File: src/rtl/shift_engine_pkg.sv
`default_nettype none
// ============================================================================
// Module   : shift_engine_pkg
// Brief    : Mode encodings and FSM state type shared by the shift engine.
// Config   : SHIFT_ENGINE_ROTATE_EN enables the rotate-right mode.
// Revision : 1.0 - initial release
// ============================================================================
package shift_engine_pkg;

  localparam logic [1:0] MODE_SLL = 2'b00;
  localparam logic [1:0] MODE_SRL = 2'b01;
  localparam logic [1:0] MODE_SRA = 2'b10;
  localparam logic [1:0] MODE_ROR = 2'b11;

  typedef enum logic [1:0] {
    ST_IDLE  = 2'd0,
    ST_SHIFT = 2'd1,
    ST_DONE  = 2'd2
  } state_t;

endpackage
`default_nettype wire

File: src/rtl/shift_engine_step.sv
`default_nettype none
// ============================================================================
// Module   : shift_engine_step
// Brief    : Combinational one-bit shift of the working word by mode, giving
//            the next word and the bit that leaves it.
// Config   : SHIFT_ENGINE_ROTATE_EN adds the rotate-right path; without it
//            mode 11 falls through to the logical-right path.
// Revision : 1.0 - initial release
// ============================================================================
module shift_engine_step
  import shift_engine_pkg::*;
#(
  parameter int WIDTH = 20
) (
  input  logic [WIDTH-1:0] data,
  input  logic [1:0]       mode,
  output logic [WIDTH-1:0] next_data,
  output logic             out_bit
);

  // Select the one-bit shift; logical right is the fallback for unused modes.
  always_comb begin
    next_data = {1'b0, data[WIDTH-1:1]};
    out_bit   = data[0];
    case (mode)
      MODE_SLL: begin
        next_data = {data[WIDTH-2:0], 1'b0};
        out_bit   = data[WIDTH-1];
      end
      MODE_SRA: next_data = {data[WIDTH-1], data[WIDTH-1:1]};
`ifdef SHIFT_ENGINE_ROTATE_EN
      MODE_ROR: next_data = {data[0], data[WIDTH-1:1]};
`endif
      default: ;
    endcase
  end

endmodule
`default_nettype wire

File: src/rtl/shift_engine.sv
`default_nettype none
// ============================================================================
// Module   : shift_engine
// Brief    : Multi-cycle serial shifter (SLL/SRL/SRA/ROR), one bit per cycle,
//            with valid/ready handshakes on request and result.
// Config   : SHIFT_ENGINE_ROTATE_EN - when defined mode 11 rotates right,
//            otherwise mode 11 behaves as logical shift right.
// Revision : 1.0 - initial release
// ============================================================================
module shift_engine
  import shift_engine_pkg::*;
#(
  parameter int WIDTH = 20,
  parameter int SHW   = $clog2(WIDTH)
) (
  input  logic             clk,
  input  logic             rst_n,
  input  logic             in_valid,
  output logic             in_ready,
  input  logic [WIDTH-1:0] a,
  input  logic [SHW-1:0]   b,
  input  logic [1:0]       mode,
  output logic             out_valid,
  input  logic             out_ready,
  output logic [WIDTH-1:0] c,
  output logic             carry,
  output logic             zero
);

  // Counter must be able to hold WIDTH itself (over-range shifts).
  localparam int CW = $clog2(WIDTH + 1);

  state_t           r_state;
  state_t           w_state_nxt;
  logic [WIDTH-1:0] r_data;
  logic [CW-1:0]    r_count;
  logic [1:0]       r_mode;
  logic [CW-1:0]    w_eff;
  logic             w_accept;
  logic [31:0]      w_b32;
  logic [WIDTH-1:0] w_step_data;
  logic             w_step_bit;

  assign w_b32 = 32'(b);

  // Effective shift count: saturate at WIDTH, or wrap modulo WIDTH for rotate.
  always_comb begin
    w_eff = (w_b32 >= 32'(WIDTH)) ? CW'(WIDTH) : CW'(w_b32);
`ifdef SHIFT_ENGINE_ROTATE_EN
    if (mode == MODE_ROR) w_eff = CW'(w_b32 % 32'(WIDTH));
`endif
  end

  // State register; reset aborts any operation in flight.
  always_ff @(posedge clk or negedge rst_n) begin
    if (!rst_n) r_state <= ST_IDLE;
    else        r_state <= w_state_nxt;
  end

  // Next-state and handshake outputs.
  always_comb begin
    w_state_nxt = r_state;
    w_accept    = 1'b0;
    in_ready    = 1'b0;
    out_valid   = 1'b0;
    case (r_state)
      ST_IDLE: begin
        in_ready = rst_n;
        if (in_valid) begin
          w_accept    = 1'b1;
          w_state_nxt = (w_eff == '0) ? ST_DONE : ST_SHIFT;
        end
      end
      ST_SHIFT: begin
        if (r_count == CW'(1)) w_state_nxt = ST_DONE;
      end
      ST_DONE: begin
        out_valid = 1'b1;
        if (out_ready) w_state_nxt = ST_IDLE;
      end
      default: w_state_nxt = ST_IDLE;
    endcase
  end

  shift_engine_step #(
    .WIDTH (WIDTH)
  ) u_step (
    .data      (r_data),
    .mode      (r_mode),
    .next_data (w_step_data),
    .out_bit   (w_step_bit)
  );

  // Working word and count; result registers only load on entry to DONE so
  // they hold their previous values while idle or shifting.
  always_ff @(posedge clk or negedge rst_n) begin
    if (!rst_n) begin
      r_data  <= '0;
      r_count <= '0;
      r_mode  <= MODE_SLL;
      c       <= '0;
      carry   <= 1'b0;
      zero    <= 1'b1;
    end else if (w_accept) begin
      r_data  <= a;
      r_mode  <= mode;
      r_count <= w_eff;
      if (w_eff == '0) begin
        c     <= a;
        carry <= 1'b0;
        zero  <= (a == '0);
      end
    end else if (r_state == ST_SHIFT) begin
      r_data  <= w_step_data;
      r_count <= r_count - CW'(1);
      if (r_count == CW'(1)) begin
        c     <= w_step_data;
        carry <= w_step_bit;
        zero  <= (w_step_data == '0);
      end
    end
  end

endmodule
`default_nettype wire

File: config.mk
export PLATFORM = sky130hd
export DESIGN_NAME = shift_engine
export DESIGN_NICKNAME = d
export VERILOG_FILES = /design/src/rtl/shift_engine_pkg.sv /design/src/rtl/shift_engine_step.sv /design/src/rtl/shift_engine.sv
export SDC_FILE = /design/constraint.sdc
export NUM_CORES = 1
export LEC_CHECK = 0
export CAP_MARGIN = 10
export CORE_MARGIN = 4
export CORE_UTILIZATION = 25
export DETAILED_ROUTE_END_ITERATION = 7
export PLACE_DENSITY = 0.55
export SLEW_MARGIN = 20
export SYNTH_ARGS = -nofsm -noshare
export SYNTH_HDL_FRONTEND = slang
export SYNTH_SLANG_ARGS = --single-unit
File: constraint.sdc
create_clock -name clk -period 2.1 [get_ports clk]
set_clock_uncertainty 0.15 [all_clocks]
set_input_delay 0.315 -clock clk [delete_from_list [all_inputs] [get_ports clk]]
set_output_delay 0.315 -clock clk [all_outputs]
set_load 0.1 [all_outputs]
Clock wires, drivers and flops:
The bar under the picture is 20 um long.
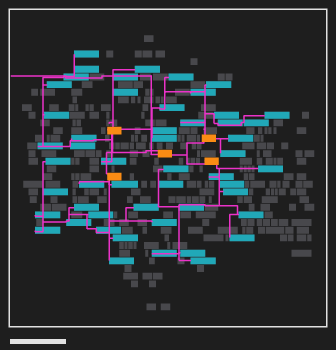
- cyan: flip-flops (count 51)
- orange: clock-net drivers (count 5)
- magenta: clock wires (length 678 um)
- routed clock nets: 6

Wiring heat map:
The die is cut into 22 by 22 equal tiles; dark blue is low, red is high, scaled to the fullest tile. Values are wire area over tile area, all layers added.
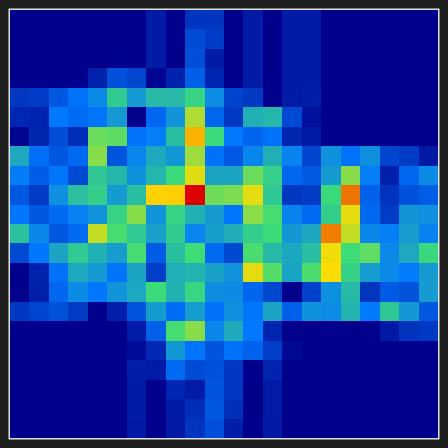
- emptiest ninth of the die: upper right
- mean over tiles: 0.086
- nearly empty tiles: 36%

Where the registers sit:
The bar under the picture is 20 um long. Other sequential cells in the stronger grey, the rest of the logic in the fainter grey.
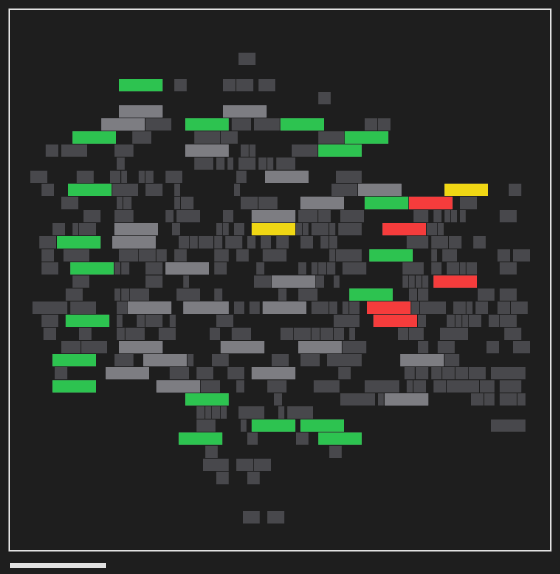
- yellow: r_mode (flops 2)
- red: r_count (flops 5; where middle right)
- green: c (flops 20)
- not coloured: 24

Placement view:
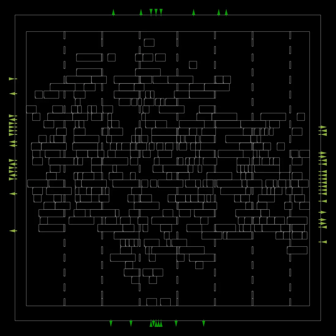
post-layout util: 0.348
Seq cells: 51
final std cells w/o fill: 450
filler instances: 1072
fraction of area in registers: 0.351

==> flow_metrics.py <==
# Flow results
metrics = {
    "logic_synthesis": {
        "area_leaders": "dfrtp_1 46%, mux2_4 10%, mux2i_1 7.4%",
        "ys_cells": 244,
        "synth_area_leader_cell": "dfrtp_1",
        "synthAdderAreaFrac": 0.00923,
        "simple_gate_share": 0.138,
        "synth.net_count": 277,
        "xor_share": 0.00969,
        "syn-instance-count": 244,
        "ys_chip_area_um2": 2710,
        "syn_area_um2": 2710,
        "avgSynthCellArea_um2": 11.1,
        "ys_seq_share": 0.471,
        "synthAoiAreaFrac": 0.0830,
        "top_cells_by_count": "50 x dfrtp_1, 33 x nand2_1, 20 x mux2i_1, 18 x mux2_4, 18 x o21ai_1",
        "numSynthFlops": 51,
        "async_reset_ff_frac": 1.00,
        "ys_sh_mux": 0.256,
        "edf_count": 0,
        "yosysWarnings": 0,
        "top_cell": "dfrtp_1",
        "topCombFamilyByArea": "multiplexers",
        "synth-main-ff-cell": "dfrtp_1",
        "top_area_frac": 0.461,
        "synth.distinct_cells": 44,
    },
    "setup_path": {
        "r2r-start": "r_count[0]",
        "cp-end-kind": "register",
        "cp.depth": 6,
        "cp_slowest_cell": "dfrtp_1",
        "crit_arrival_ns": 2.03,
        "crit_fanout": 16,
        "cp.required_ns": 2.14,
        "crit_path_end": "c[7]",
        "critPathMaxStageDelay_ns": 0.43,
        "criticalPathCategory": "register to register",
        "r2r_slack_ns": 0.11,
        "startpoint_type": "register",
        "startpoint": "r_count[0]",
        "crit_family": "simple AND/OR/NAND/NOR gates",
        "r2r_cells": 6,
        "path_cells": "ha_1, nor4b_2, and2_1, nor2_2, buf_12, mux2_1",
        "crit_buf_inv": 1,
    },
    "cells_and_area": {
        "fin_nets": 346,
        "area_growth_pct": 34.2,
        "final_layout_top_logic_cells": "50 x dfrtp_1, 39 x buf_4, 33 x nand2_1, 29 x clkdlybuf4s50_1, 20 x mux2i_1",
        "fin_area_um2": 3640,
        "sh_comb_area": 0.376,
        "seq_area_um2": 1280,
        "area_share_clock_buf_inv": 0.0275,
        "n_clock_buffer": 8,
        "final_common_cell": "dfrtp_1",
        "reg_top3": "c x20, r_data x20, r_count x5",
        "combGateArea_um2": 1370,
        "drive_above_1_share": 0.303,
        "n_antenna_cell": 0,
        "inv_count": 4,
        "largest_class": "logic gates",
        "n_all_buffers": 75,
        "logic_gates": 176,
        "area_share_nonclk_buffers": 0.195,
    },
    "clock_network": {
        "cts-root-buf": "clkbuf_8",
        "clkLatencyLatePin_ns": 0.30,
        "clockBufferDepth": 2,
        "cts_resized": 0,
        "cts_sinks": 51,
        "htreeDepth": 2,
        "cts_buffers": 5,
        "cts_tree": "built",
        "cts_hold_buf": 0,
        "cts_setup_buffers": 0,
        "clk_pin_slew_ns": 0.09,
    },
    "route": {
        "wl_met2_um": 2970,
        "drt-initial-drc-count": 69,
        "postRouteWirelength_um": 6930,
        "m1WireLength_um": 3550,
        "firstDrtPassIters": 4,
        "top_layer": "met4",
        "wl_met3_um": 350,
        "final_antenna_net_count": 0,
        "post_drt_wl_per_cell_um": 15.4,
        "via_per_inst": 4.55,
        "drc": 0,
    },
    "grt": {
        "grt.overflow.total": 0,
        "grt_pass1_wl_um": 11300,
        "grt_max_degree": 52,
        "grt.total_usage": 0.111,
        "grt_util_met3": 0.0291,
        "grt_pass1_vias": 2159,
        "grtUsageMet1": 0.161,
        "antenna_found_initial": 0,
        "grtUsageMet2": 0.165,
    },
    "sta": {
        "max_slew_margin": 0.543,
        "period_minus_slack_ns": 1.99,
        "setup_viol": 0,
        "max_clock_freq_mhz": 503,
        "final_hold_viol_count": 2,
        "rsz0062_at_grt": "false",
        "worst_slack_ns": 0.112,
        "min_period_over_period": 0.947,
        "worst_slew_pin_slew_ns": 0.685,
        "hold-worst-slack_ns": -0.00766,
        "slew_viol_final": 0,
        "finalSetupTns_ns": 0,
    },
    "run": {
        "maxCapViolations": 0,
        "warnings": 28,
    },
    "pwr": {
        "power.density_nw_per_um2": 1760,
        "p_comb_mw": 3.95,
        "power_leader": "combinational cells",
        "seq_power_mw": 1.85,
        "p_comb_frac": 0.616,
        "clk-power_uw": 618,
        "swShare": 0.493,
        "ir_drop_v": 0.000822,
        "seq_power_share": 0.288,
        "internal_power_mw": 3.26,
        "power.leakage_nw": 1.66,
        "power_mw": 6.42,
        "pwr-share-clk": 0.096,
    },
    "placed_design": {
        "routabilityCongestion": 0.836,
        "pre_cts_ws_ns": -0.133,
        "dp_hpwl_um": 5130,
        "io_buffers": 54,
        "dp_cells": 442,
    },
    "floorplanning": {
        "dieArea_um2": 12600,
        "die_y_um": 112,
        "chipWidth_um": 112,
        "core_um2": 10500,
        "floorplanUtilization": 0.259,
        "io_pins": 55,
        "rows": 37,
        "num_tap_cells": 136,
    },
    "min_path": {
        "min_path_type": "input port to async pin",
    },
    "run_status": {
        "violations": "negative hold slack",
        "outcome": "finished with violations",
    },
}
Power figures rest on the tool's default switching activity, not on a simulated workload.
